**src/rtl/instruction_fetch_unit_if.sv**
```systemverilog
// Bus bundle between the fetch unit, instruction memory and the decode/control stage.
// master = fetch unit side, slave = memory + decode side.
interface instruction_fetch_unit_if;
    logic        imem_req;
    logic [15:0] imem_addr;
    logic        imem_ack;
    logic [15:0] imem_rdata;
    logic        instr_valid;
    logic        decode_ready;
    logic [15:0] instr;
    logic [2:0]  opcode;
    logic [15:0] instr_pc;
    logic        branch;
    logic        zero;
    logic        jump;
    logic [15:0] instr_count;

    modport master (
        output imem_req, imem_addr, instr_valid, instr, opcode, instr_pc, instr_count,
        input  imem_ack, imem_rdata, decode_ready, branch, zero, jump
    );

    modport slave (
        input  imem_req, imem_addr, instr_valid, instr, opcode, instr_pc, instr_count,
        output imem_ack, imem_rdata, decode_ready, branch, zero, jump
    );
endinterface

```
**src/rtl/instruction_fetch_unit.sv**
```systemverilog
// Fetch/issue stage: one outstanding imem request per instruction, valid/ready issue,
// next PC resolved from the Branch/Jump/zero result sampled at consume.
module instruction_fetch_unit #(
    parameter logic [15:0] RESET_PC = 16'h0000
) (
    input  logic                            clock,
    input  logic                            reset_n,
    input  logic                            enable,
    instruction_fetch_unit_if.master        bus
);
    typedef enum logic [1:0] {IDLE, FETCH, ISSUE} state_t;

    state_t      state, state_n;
    logic [15:0] pc, pc_n;
    logic [15:0] addr_q, addr_n;
    logic [15:0] instr_q, instr_n;
    logic [15:0] ipc_q, ipc_n;
    logic [15:0] cnt_q, cnt_n;
    logic        req_q, req_n;
    logic        valid_q, valid_n;
    logic [15:0] pc1;
    logic [15:0] next_pc;
    logic        consume;

    assign consume = valid_q & bus.decode_ready;
    assign pc1     = ipc_q + 16'd1;

    // Jump keeps the upper three bits of the incremented PC and wins over branch.
    always_comb begin
        if (bus.jump)
            next_pc = {pc1[15:13], instr_q[12:0]};
        else if (bus.branch & bus.zero)
            next_pc = pc1 + {{9{instr_q[6]}}, instr_q[6:0]};
        else
            next_pc = pc1;
    end

    always_comb begin
        state_n = state;
        pc_n    = pc;
        addr_n  = addr_q;
        instr_n = instr_q;
        ipc_n   = ipc_q;
        cnt_n   = cnt_q;
        req_n   = req_q;
        valid_n = valid_q;
        case (state)
            IDLE: begin
                if (enable) begin
                    state_n = FETCH;
                    req_n   = 1'b1;
                    addr_n  = pc;
                end
            end
            FETCH: begin
                if (req_q & bus.imem_ack) begin
                    instr_n = bus.imem_rdata;
                    ipc_n   = pc;
                    req_n   = 1'b0;
                    valid_n = 1'b1;
                    state_n = ISSUE;
                end
            end
            ISSUE: begin
                if (consume) begin
                    pc_n    = next_pc;
                    cnt_n   = cnt_q + 16'd1;
                    valid_n = 1'b0;
                    if (enable) begin
                        state_n = FETCH;
                        req_n   = 1'b1;
                        addr_n  = next_pc;
                    end else begin
                        state_n = IDLE;
                    end
                end
            end
            default: state_n = IDLE;
        endcase
    end

    always_ff @(posedge clock or negedge reset_n) begin
        if (!reset_n) begin
            state   <= IDLE;
            pc      <= RESET_PC;
            addr_q  <= RESET_PC;
            instr_q <= '0;
            ipc_q   <= '0;
            cnt_q   <= '0;
            req_q   <= 1'b0;
            valid_q <= 1'b0;
        end else begin
            state   <= state_n;
            pc      <= pc_n;
            addr_q  <= addr_n;
            instr_q <= instr_n;
            ipc_q   <= ipc_n;
            cnt_q   <= cnt_n;
            req_q   <= req_n;
            valid_q <= valid_n;
        end
    end

    assign bus.imem_req    = req_q;
    assign bus.imem_addr   = addr_q;
    assign bus.instr_valid = valid_q;
    assign bus.instr       = instr_q;
    assign bus.opcode      = instr_q[15:13];
    assign bus.instr_pc    = ipc_q;
    assign bus.instr_count = cnt_q;
endmodule

```
**src/flat_wrapper.sv**
```systemverilog
// flat-port wrapper written by rule: the top's interface ports become plain ports
module instruction_fetch_unit_flat 
#(
    parameter logic [15:0] RESET_PC = 16'h0000
)
  (clock, reset_n, enable, bus_imem_req, bus_imem_addr, bus_instr_valid, bus_instr, bus_opcode, bus_instr_pc, bus_instr_count, bus_imem_ack, bus_imem_rdata, bus_decode_ready, bus_branch, bus_zero, bus_jump);
  instruction_fetch_unit_if bus_i ();
  input  logic clock;
  input  logic reset_n;
  input  logic enable;
  output wire logic [$bits(bus_i.imem_req)-1:0] bus_imem_req;
  output wire logic [$bits(bus_i.imem_addr)-1:0] bus_imem_addr;
  output wire logic [$bits(bus_i.instr_valid)-1:0] bus_instr_valid;
  output wire logic [$bits(bus_i.instr)-1:0] bus_instr;
  output wire logic [$bits(bus_i.opcode)-1:0] bus_opcode;
  output wire logic [$bits(bus_i.instr_pc)-1:0] bus_instr_pc;
  output wire logic [$bits(bus_i.instr_count)-1:0] bus_instr_count;
  input wire logic [$bits(bus_i.imem_ack)-1:0] bus_imem_ack;
  input wire logic [$bits(bus_i.imem_rdata)-1:0] bus_imem_rdata;
  input wire logic [$bits(bus_i.decode_ready)-1:0] bus_decode_ready;
  input wire logic [$bits(bus_i.branch)-1:0] bus_branch;
  input wire logic [$bits(bus_i.zero)-1:0] bus_zero;
  input wire logic [$bits(bus_i.jump)-1:0] bus_jump;
  assign bus_imem_req = bus_i.imem_req;
  assign bus_imem_addr = bus_i.imem_addr;
  assign bus_instr_valid = bus_i.instr_valid;
  assign bus_instr = bus_i.instr;
  assign bus_opcode = bus_i.opcode;
  assign bus_instr_pc = bus_i.instr_pc;
  assign bus_instr_count = bus_i.instr_count;
  assign bus_i.imem_ack = bus_imem_ack;
  assign bus_i.imem_rdata = bus_imem_rdata;
  assign bus_i.decode_ready = bus_decode_ready;
  assign bus_i.branch = bus_branch;
  assign bus_i.zero = bus_zero;
  assign bus_i.jump = bus_jump;
  instruction_fetch_unit #(.RESET_PC(RESET_PC)) u_core (.clock(clock), .reset_n(reset_n), .enable(enable), .bus(bus_i));
endmodule
```
**config.mk**
```make
export PLATFORM = sky130hd
export DESIGN_NAME = instruction_fetch_unit_flat
export DESIGN_NICKNAME = d
export VERILOG_FILES = /design/src/rtl/instruction_fetch_unit_if.sv /design/src/rtl/instruction_fetch_unit.sv /design/src/flat_wrapper.sv
export SDC_FILE = /design/constraint.sdc
export NUM_CORES = 1
export LEC_CHECK = 0
export CAP_MARGIN = 0
export CORE_MARGIN = 2
export CORE_UTILIZATION = 52
export DETAILED_ROUTE_END_ITERATION = 16
export GPL_TIMING_DRIVEN = 0
export PLACE_DENSITY = 0.8
export SETUP_SLACK_MARGIN = 0.05
export SLEW_MARGIN = 20
export SYNTH_ARGS = -nofsm -noshare
export SYNTH_HDL_FRONTEND = slang
export SYNTH_SLANG_ARGS = --single-unit
```
**constraint.sdc**
```tcl
create_clock -name clock -period 4.4 [get_ports clock]
set_clock_uncertainty 0.2 [all_clocks]
set_input_delay 0.44 -clock clock [delete_from_list [all_inputs] [get_ports clock]]
set_output_delay 0.44 -clock clock [all_outputs]
set_load 0.01 [all_outputs]
```
### Cell outlines without signal wires

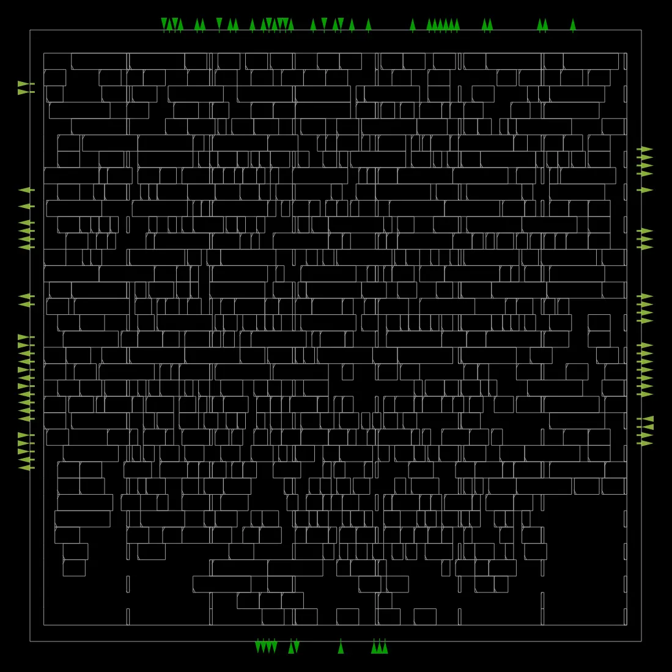
Placement Rows: 35
Finished Layout Cells: 746

### Placement density heat map

The die is cut into 10 by 10 equal tiles; white is low, dark blue is high, 0 to 100% covered.
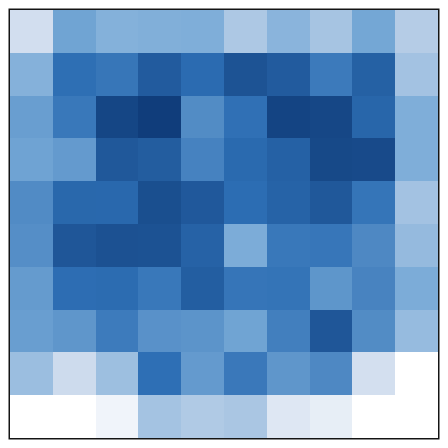
- nearly empty tiles: 5.0%
- fullest tile: 95%
- mean over tiles: 59%

==> results.txt <==
Results of an implementation run.

The flow ran to the end, and the final reports show no timing, DRC or antenna violations. Signal nets in the final route climb as high as met4. The placement summary gives the final routability congestion estimate as ~0.87. On the critical path, the stage with the largest delay is an instance of sky130_fd_sc_hd__dfrtp_1. Summing the sequential cell areas from Yosys gives a little over two fifths of the chip area. Wire segments on met2 add up to between 6000 and 7000 um in the final route. The highest-count logic cell in the final layout is sky130_fd_sc_hd__clkdlybuf4s50_1. The flow reports that combinational logic draws between 50% and 60% of the design power. The static power due to leakage is 0.00266 uW. Before CTS, the worst setup slack after placement is roughly 730 ps.

Nets still carrying antenna violations after routing amount to 0. For the finished layout, the period the worst path requires is 3860 ps. At floorplan, the net count of the design was reported as roughly 560.

The number of ports placed on the die boundary is ~93. The number of warning messages in the logs is 33. The transition time at the pin with the least slew margin is between 700 and 800 ps. The routed wirelength on the met1 layer is recorded as roughly 5700 um. The area used by sequential logic in the layout is around 2100 sq um.

Per the OpenROAD floorplan log, the height of the die is approximately 100 um. The element type at the critical path start is a flip-flop. The smallest hold slack is 275 ps. In this run the full chip footprint comes out at 10400 sq um. Non-clock buffers make up roughly 17% of the layout cell area.
==> state kept, by name, summed over array words and instances, names as in the netlist <==
register and cells:
u_core.bus.instr 16, u_core.pc 16, u_core.bus.imem_req 1, u_core.state 2
u_core.bus.instr_count 16, u_core.bus.instr_pc 16, u_core.bus.imem_addr 16, u_core.bus.instr_valid 1
==> kinds of logic after synthesis <==
family | synth area share (%)
buffers and inverters | 2.99
multiplexers | 8.93
flip-flops | 42.3
AND-OR/OR-AND | 16.1
AND/OR/NAND/NOR | 17.0
XOR/XNOR | 5.99
adder cells (fa/ha/maj) | 6.69
==> path summary, 6_finish.rpt <==
path | endpoint | cells past startpoint | slack, ps | start
max reg2reg | u_core.bus.imem_addr[15] | 11 | 540 | u_core.bus.instr_pc[4]
max | u_core.bus.imem_addr[15] | 11 | 540 | u_core.bus.instr_pc[4]
min in group asynchronous | u_core.bus.instr[14] | 2 | 370 | reset_n
min | u_core.bus.instr_count[15] | 1 | 270 | u_core.bus.instr_count[15]
min reg2reg | u_core.bus.instr_count[15] | 1 | 270 | u_core.bus.instr_count[15]
max in group asynchronous | u_core.bus.instr[11] | 3 | 3030 | reset_n
==> per-stage QoR <==
step | setup TNS, ps | cell area (sq um) | utilization (%)
floorplan | 0 | 4970 | -
global placement | -23200 | 6050 | 65.5
detailed placement | 0 | 6080 | 65.8
CTS | 0 | 6270 | 67.9
global route | 0 | 6270 | 67.9
finish | 0 | 6270 | 67.9
==> metal layers <==
metal  GRT usage (%)  up-vias
met5               0        -
met4            8.73        0
met3            4.55       23
met2            44.3      146
met1            34.8     2141
li1                -     2059
Power is estimated from default activity; no workload was simulated.
